==> src/rtl/xcr_int_sequencer.sv <==
// Interrupt entry/exit sequencer: fixed-priority cause arbitration, vector address
// generation, request/ack handshake with the core and one-shot w1c clear pulses.
module xcr_int_sequencer #(
  parameter int NSRC          = 8,
  parameter int VEC_MIN_SHIFT = 2
) (
  input  logic            clk,
  input  logic            rst_n,
  input  logic [NSRC-1:0] xcp_pend,
  input  logic [NSRC-1:0] int_pend,
  input  logic            int_en,
  input  logic [23:0]     ivt_base,
  input  logic [1:0]      ivesiz,
  output logic            irq_req,
  input  logic            irq_ack,
  input  logic            iret,
  output logic [23:0]     ivec_addr,
  output logic [7:0]      mcause,
  output logic [NSRC-1:0] clr_xcp,
  output logic [NSRC-1:0] clr_int,
  output logic            in_service
);

  localparam int IW = $clog2(2 * NSRC);

  typedef enum logic [1:0] {
    IDLE,
    REQ,
    ACTIVE
  } state_t;

  state_t          state_q, state_d;
  logic            is_int_q, is_int_d;
  logic [NSRC-1:0] onehot_q, onehot_d;
  logic [23:0]     ivec_addr_q, ivec_addr_d;
  logic [7:0]      mcause_q, mcause_d;
  logic [NSRC-1:0] clr_xcp_q, clr_xcp_d;
  logic [NSRC-1:0] clr_int_q, clr_int_d;

  logic            xcp_any;
  logic            int_any;
  logic [IW-1:0]   xcp_idx;
  logic [IW-1:0]   int_idx;
  logic [NSRC-1:0] xcp_oh;
  logic [NSRC-1:0] int_oh;
  logic [IW-1:0]   arb_idx;
  logic [4:0]      shamt;
  logic [23:0]     arb_addr;

  // Scanning from the top down leaves the lowest set bit as the winner.
  always_comb begin
    xcp_idx = '0;
    int_idx = '0;
    xcp_oh  = '0;
    int_oh  = '0;
    for (int i = NSRC - 1; i >= 0; i--) begin
      if (xcp_pend[i]) begin
        xcp_idx = IW'(i);
        xcp_oh  = NSRC'(1) << i;
      end
      if (int_pend[i]) begin
        int_idx = IW'(NSRC + i);
        int_oh  = NSRC'(1) << i;
      end
    end
  end

  assign xcp_any  = |xcp_pend;
  assign int_any  = int_en && (|int_pend);
  assign arb_idx  = xcp_any ? xcp_idx : int_idx;
  assign shamt    = 5'(VEC_MIN_SHIFT) + {3'b000, ivesiz};
  assign arb_addr = ivt_base + (24'(arb_idx) << shamt);

  always_comb begin
    state_d     = state_q;
    is_int_d    = is_int_q;
    onehot_d    = onehot_q;
    ivec_addr_d = ivec_addr_q;
    mcause_d    = mcause_q;
    clr_xcp_d   = '0;
    clr_int_d   = '0;

    case (state_q)
      IDLE: begin
        if (xcp_any || int_any) begin
          is_int_d    = !xcp_any;
          onehot_d    = xcp_any ? xcp_oh : int_oh;
          ivec_addr_d = arb_addr;
          mcause_d    = {!xcp_any, 7'(arb_idx)};
          state_d     = REQ;
        end
      end
      REQ: begin
        // Ack takes precedence over an interrupt cancel in the same cycle.
        if (irq_ack) begin
          if (is_int_q) clr_int_d = onehot_q;
          else          clr_xcp_d = onehot_q;
          state_d = ACTIVE;
        end else if (is_int_q && !int_en) begin
          state_d = IDLE;
        end
      end
      ACTIVE: begin
        if (iret) state_d = IDLE;
      end
      default: state_d = IDLE;
    endcase
  end

  always_ff @(posedge clk or negedge rst_n) begin
    if (!rst_n) begin
      state_q     <= IDLE;
      is_int_q    <= 1'b0;
      onehot_q    <= '0;
      ivec_addr_q <= '0;
      mcause_q    <= '0;
      clr_xcp_q   <= '0;
      clr_int_q   <= '0;
    end else begin
      state_q     <= state_d;
      is_int_q    <= is_int_d;
      onehot_q    <= onehot_d;
      ivec_addr_q <= ivec_addr_d;
      mcause_q    <= mcause_d;
      clr_xcp_q   <= clr_xcp_d;
      clr_int_q   <= clr_int_d;
    end
  end

  assign irq_req    = (state_q == REQ);
  assign in_service = (state_q == ACTIVE);
  assign ivec_addr  = ivec_addr_q;
  assign mcause     = mcause_q;
  assign clr_xcp    = clr_xcp_q;
  assign clr_int    = clr_int_q;

endmodule

==> config.mk <==
export PLATFORM = sky130hd
export DESIGN_NAME = xcr_int_sequencer
export DESIGN_NICKNAME = d
export VERILOG_FILES = /design/src/rtl/xcr_int_sequencer.sv
export SDC_FILE = /design/constraint.sdc
export NUM_CORES = 1
export LEC_CHECK = 0
export ABC_CLOCK_PERIOD_IN_PS = 1900
export CORE_MARGIN = 5
export CORE_UTILIZATION = 35
export CTS_BUF_LIST = sky130_fd_sc_hd__clkbuf_16
export CTS_CLUSTER_SIZE = 12
export DETAILED_ROUTE_END_ITERATION = 7
export SLEW_MARGIN = 10
export SYNTH_ARGS = -nofsm -noshare
export SYNTH_HDL_FRONTEND = slang
export SYNTH_SLANG_ARGS = --single-unit
==> constraint.sdc <==
create_clock -name clk -period 1.9 [get_ports clk]
set_input_delay 0.475 -clock clk [delete_from_list [all_inputs] [get_ports clk]]
set_output_delay 0.475 -clock clk [all_outputs]
set_load 0.05 [all_outputs]
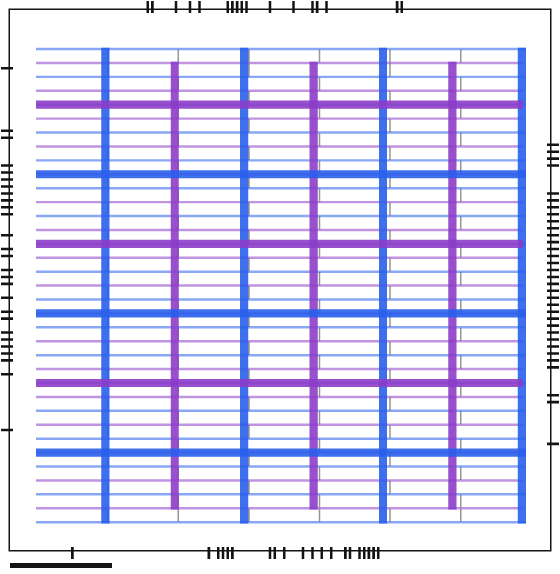
**Above:** run 1 (PDN straps and rails).
Scale bar: 20 um. Pins as bars on the die edge. Tap cells in gray.
Key: blue = VSS; purple = VDD
7 straps on met4. 35 met1 rails follow the rows. 108 tap cells.
Max VDD drop: 0.716 mV
Core Box Area: 8810 sq um
DIE HEIGHT: 106 um
Die X: 106 um

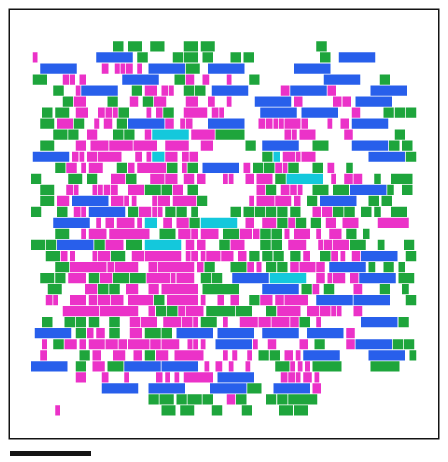
**Above:** run 1 (cell classes on the final placement).
Scale bar: 20 um.
Key: blue = flops [cells 55, share of their area 26%]; cyan = clock drivers and dummy loads [cells 8, share of their area 2.7%]; magenta = all other logic [cells 292, share of their area 40%]; green = other buffers and delay cells [cells 198, share of their area 31%]

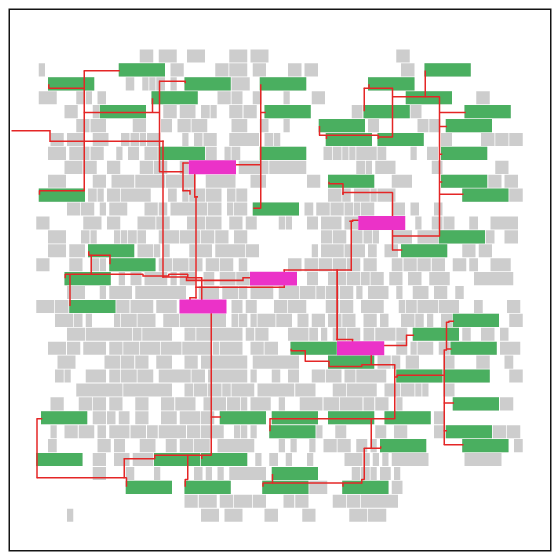
**Above:** run 1 (clock network drawn from the DEF).
Key: red = clock wires [length 740 um]; magenta = cells driving clock nets [count 5]; green = flip-flops [count 55]
Position of the flops: spread over the die. There are 6 routed clock nets.
clk_skew: 5.28 ps
worst skew pair latency: 300 ps
clock power share: 15.1%

run 1: cell usage after synthesis (all sizes together) (5+ instances only):
master	number
o21ai	44
a31oi	7
o31ai	6
xnor2	13
buf	11
nand3	5
a21oi	18
nand2	56
and3	6
nor2	23
ha	11
dfrtp	55
inv	12
and2	19
nor3	12
run 1: flip-flops by register name, indices dropped and copies added (netlist names):
signal / flops
ivec_addr: 24
clr_int: 8
clr_xcp: 8
mcause: 4
is_int_q: 1
onehot_q: 8
state_q: 2
run 1: worst register-to-register path, delay by kind of cell (launching register included):
family / cells / cell delay (ps)
AND-OR/OR-AND: 2 / 330
flip-flops: 1 / 410
AND/OR/NAND/NOR: 3 / 420
buffers and inverters: 2 / 400
==> run summary, run 1 <==
status: finished with violations
failing checks: negative setup slack
Top class by area: combinational gates
met2 wire len: 5.30 mm
met2 Resource Use GR: 30.8%
grt ovf: 0
combinational power: 0.00366 W
first-pass GRT wire length: 15.6 mm
Peak Freq: 324 MHz
Top cell area share: 43.1%
layout cell share with drive strength beyond 1: 46.3%
Switch Pwr: 0.00294 W
routed length on met3: 453 um
placed cell count: 623
Clock buffer cells: 5
Hold Worst Slack: 171 ps
final count of negative-setup-slack endpoints: 23
synthesized area: 3200 sq um
Syn Area/Cell: 9.00 sq um
most common logic cell in the routed design: buf_4
CTS buffer count: 5
met1 global-route usage: 21.1%
first-pass detailed-route iteration total: 5
clock-pin slew of the registers on the worst-case setup and hold paths: 80 ps
Seq cells post-synth: 55
CTS tree: built
Finished Layout Cells: 661
cell family with most CP delay: simple AND/OR/NAND/NOR gates
clock sinks: 55
Flops: 55
Die Size: 11,100 sq um
gr usage total: 17.0%
Antenna Cells: 0
Final non-clock buffer share: 30.5%
cell count listed in synth_stat.txt: 355
Post-synth EDFFs: 0
Seq pwr share: 27.3%
Top logic family: simple AND/OR/NAND/NOR gates
area leader, netlist: dfrtp_1
initial antenna violation count: 0
Repair and plain buffers: 198
Pwr Total: 0.00635 W
Log Warnings: 29
vias in the first global route: 3,243
xor+xnor area frac: 4.66%
Final Critical Period: 3090 ps
adder-cell share of the synthesized area: 4.93%
Seq/total area: 24.9%
Worst setup endpoint: ivec_addr[20]$_DFFE_PN0P_
Register Area: 1380 sq um
Synth async-reset ratio: 100%
fin worst setup slack: -1190 ps
YS chip area: 3200 sq um
critical path fanouts, max: 4
crit-path cells: buf_8 > nor4_4 > nand3_2 > o21ai_4 > o21ai_2 > buf_4 > and2_4 > ha_4 > buf_4 > o211ai_1 > nand2_1 > o2111ai_4 > and2_4 > or4_1 > a31oi_1
Post-Route Setup TNS: -20,860 ps
maximum number of pins on one net before global-route repair: 56
Hold WC Path Type: primary input to async pin
hold_buf cts: 0
port bufs: 93
Arrival @ worst endpoint: 3310 ps
Levels on crit path: 15
hpwl dp: 7.19 mm
Via density: 5.02
Fill cells: 747
highest cell delay on the worst timing path: 450 ps
Top Layout Cells: buf_4 (134), dfrtp_1 (55), nand2_1 (50), clkdlybuf4s50_1 (29), o21ai_1 (22)
# Taps: 108
leakage: 2.54 nW
**Run 1: routing congestion map**

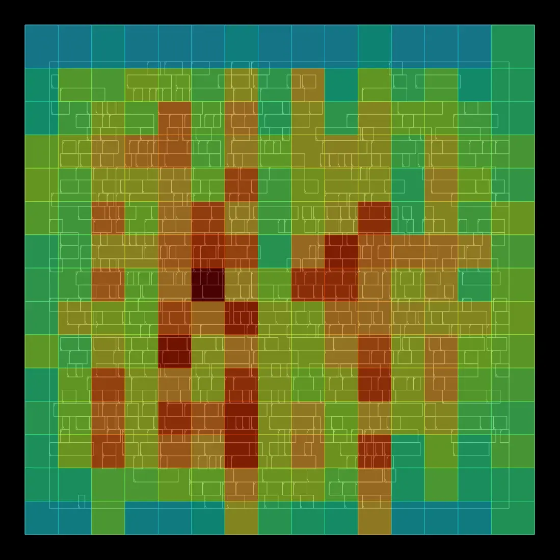

## Run 2: what changed since run 1
--- a/config.mk
+++ b/config.mk
@@ -7,10 +7,11 @@
 export LEC_CHECK = 0
 export ABC_CLOCK_PERIOD_IN_PS = 1900
 export CORE_MARGIN = 5
-export CORE_UTILIZATION = 35
+export CORE_UTILIZATION = 47
 export CTS_BUF_LIST = sky130_fd_sc_hd__clkbuf_16
 export CTS_CLUSTER_SIZE = 12
 export DETAILED_ROUTE_END_ITERATION = 7
+export PLACE_DENSITY = 0.8
 export SLEW_MARGIN = 10
 export SYNTH_ARGS = -nofsm -noshare
 export SYNTH_HDL_FRONTEND = slang
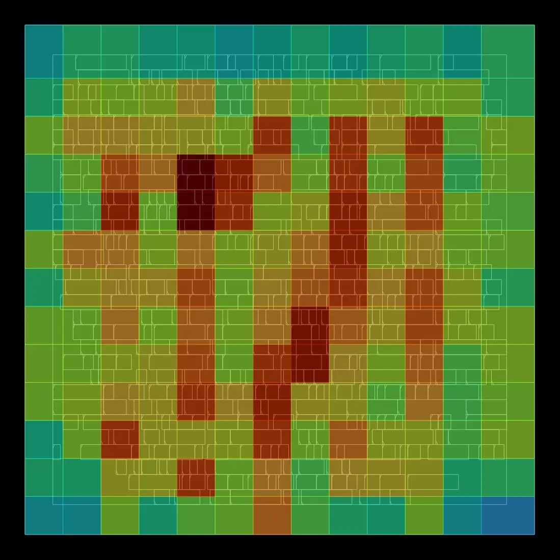
**Above:** run 2 (routing congestion map).
grt peak-use layer: met2
wire per inst: 15.7 um

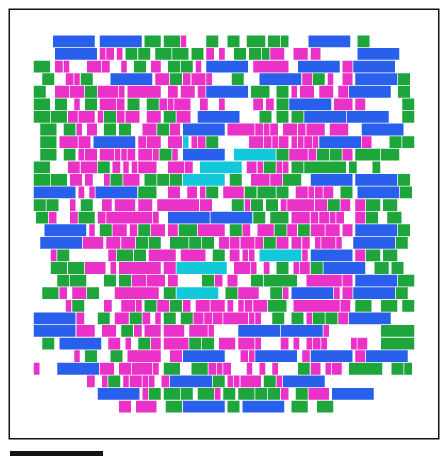
**Above:** run 2 (cell classes on the final placement).
Scale bar: 20 um.
Row Count: 30
fin util: 78.4%
Seq/total area: 26.1%
Core Box Area: 6720 sq um
post-route cell area: 5270 sq um

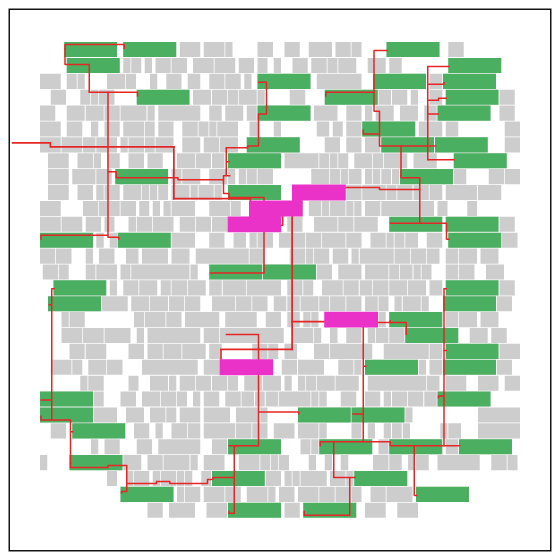
**Above:** run 2 (clock network drawn from the DEF).
Key: green = flip-flops [count 55]; magenta = cells driving clock nets [count 5]; red = clock wires [length 633 um]
Position of the flops: spread over the die. There are 6 routed clock nets.

==> run 2 against run 1 <==
The flow still finishes with violations (negative setup slack); critical path depth unchanged; count of clock-buffer cells in the layout unchanged; sequential cell count unchanged; die area decreased by 23%; maximum frequency about the same; synthesized cell count unchanged; utilization increased by 16 points; first-iteration DRC count decreased by 0.75%; register-to-register slack improved by 30 ps; critical endpoint unchanged; largest cell class unchanged.
==> run summary, run 2 <==
Max VDD drop: 0.973 mV
critical path fanouts, max: 4
Switch Pwr: 0.00286 W
clock power share: 16.0%
CP startpoint kind: primary input
grt ovf: 0
CTS buffer count: 5
cell types with the highest counts after synthesis: nand2_1 (56), dfrtp_1 (55), o21ai_0 (43)
Placer Congestion: 0.922
crit path from: xcp_pend[0]
RSZ-0062 raised after global routing: true
most common logic cell in the routed design: buf_4
Final Critical Period: 3090 ps
H-tree levels: 2
Arrival @ worst endpoint: 3300 ps
Reg2Reg Depth: 7
max reg flops: 24
met2 wire len: 5.05 mm
Resized cells post-CTS: 98
Worst setup endpoint: ivec_addr[20]$_DFFE_PN0P_
Cell area leaders: dfrtp_1 (43%), o21ai_0 (6.7%), nand2_1 (6.6%), ha_1 (4.3%), xnor2_1 (3.6%)
port bufs: 93
crit-path cells: buf_6 > nor4_4 > nand3_2 > buf_6 > o21ai_4 > nor3_2 > a31oi_1 > o21ai_1 > ha_2 > o21a_1 > o31a_2 > o2111ai_4 > and2_4 > or4_1 > a31oi_1
Setup Buffers After CTS: 6
placed cell count: 600
clk_skew: 6.80 ps
met1 global-route usage: 27.3%
failing checks: negative setup slack
Seq share, synth: 43.1%
Reg2Reg Launch Point: state_q[1]$_DFFE_PN0P_
fp util: 47.6%
final count of negative-setup-slack endpoints: 37
Max Cap Viol: 0
pre-CTS WS: -1980 ps
Post-synth EDFFs: 0
GR Util met3: 4.55%
vias in the first global route: 3,411
Final Hold Fails: 0
clock-pin slew of the registers on the worst-case setup and hold paths: 70 ps
maximum number of pins on one net before global-route repair: 56
final-stage net count: 600
worst skew pair latency: 290 ps
synthesized area: 3200 sq um
Antenna Cells: 0
area delta synth->final: 64.8%
Hold WC Path Type: primary input to async pin
Clk power: 0.00101 W
Buf/Inv on CP: 2
cell family with most CP delay: simple AND/OR/NAND/NOR gates
Peak Freq: 323 MHz
Unique cell types: 55
antenna-violating nets left: 0
fin worst setup slack: -1190 ps
Top cell area share: 43.1%
Hold Worst Slack: 192 ps
initial detailed-routing violation count: 132
CTS tree: built
Syn Area/Cell: 9.00 sq um
first-pass detailed-route iteration total: 4
gr usage total: 22.2%
Comb power frac: 56.5%
P per Cell Area: 1200 nW/um^2
Top Consumer: combinational cells
Seq cells post-synth: 55
Die Size: 8550 sq um
Post-Synthesis Cells: 355
Pwr Total: 0.00630 W
critical path required time: 2110 ps
DIE HEIGHT: 92.5 um
Final Cycle Share: 163%
cell count listed in synth_stat.txt: 355
M1 WL: 4.01 mm
Top Layout Cells: buf_4 (129), dfrtp_1 (55), nand2_1 (52), clkdlybuf4s50_1 (29), o21ai_0 (20)
Worst path slowest cell: or4_1
Seq pwr share: 27.5%
met2 Resource Use GR: 39.9%
layout cell share with drive strength beyond 1: 40.3%
routed length on met3: 596 um
top_reg_cell synth: dfrtp_1
area leader, netlist: dfrtp_1
top sig layer: met4
Log Warnings: 29
critical path type: primary input to flop
r2r setup slk: 270 ps
Placement Cell Area: 4690 sq um
hpwl dp: 7.14 mm
Root Buffer: clkbuf_16
fin. max-slew vios: 0
status: finished with violations
Levels on crit path: 15
first-pass GRT wire length: 15.6 mm
Worst Setup End Kind: flop
Switching Share: 45.4%
Synth async-reset ratio: 100%
Die X: 92.5 um
Internal: 0.00344 W
top-count cell post-synth: nand2_1
clock sinks: 55
Finished Layout Cells: 621
via count: 3,351
leakage: 2.48 nW
Total Wirelength: 9.75 mm
initial antenna violation count: 0
Yosys Warn Count: 0
worst flop-to-flop path endpoint: onehot_q[7]$_DFFE_PN0P_
sequential power: 0.00173 W
Post-Route Setup TNS: -23,660 ps
combinational power: 0.00356 W
drt drc: 0
clk buf depth: 2
YS chip area: 3200 sq um
Via density: 5.40
Ports: 97
hold_buf cts: 0
highest cell delay on the worst timing path: 400 ps
[run 2: cell counts after synthesis]
No cell type changed its count.
[run 2: cells by family (layout without fill, tap and decap cells)]
logic type / Yosys count / in the layout / share of synthesized area [%]
flip-flops: 55 / 55 / 43.1
XOR/XNOR: 17 / 17 / 4.66
multiplexers: 3 / 3 / 0.979
AND/OR/NAND/NOR: 143 / 143 / 22.7
buffers and inverters: 26 / 206 / 3.95
AND-OR/OR-AND: 97 / 97 / 19.5
adder cells (fa/ha/maj): 12 / 12 / 4.93
other: 2 / 8 / 0.235
[run 2: cell type report]
cell class | instances | area [sq um]
inverter | 12 | 45.0
timing repair buffer | 187 | 1590
sequential | 55 | 1380
tap | 80 | 100
clock buffer | 5 | 125
clock inverter | 2 | 33.8
multi-input combinational | 280 | 2000
fill | 445 | 1450
Power figures rest on the tool's default switching activity, not on a simulated workload.
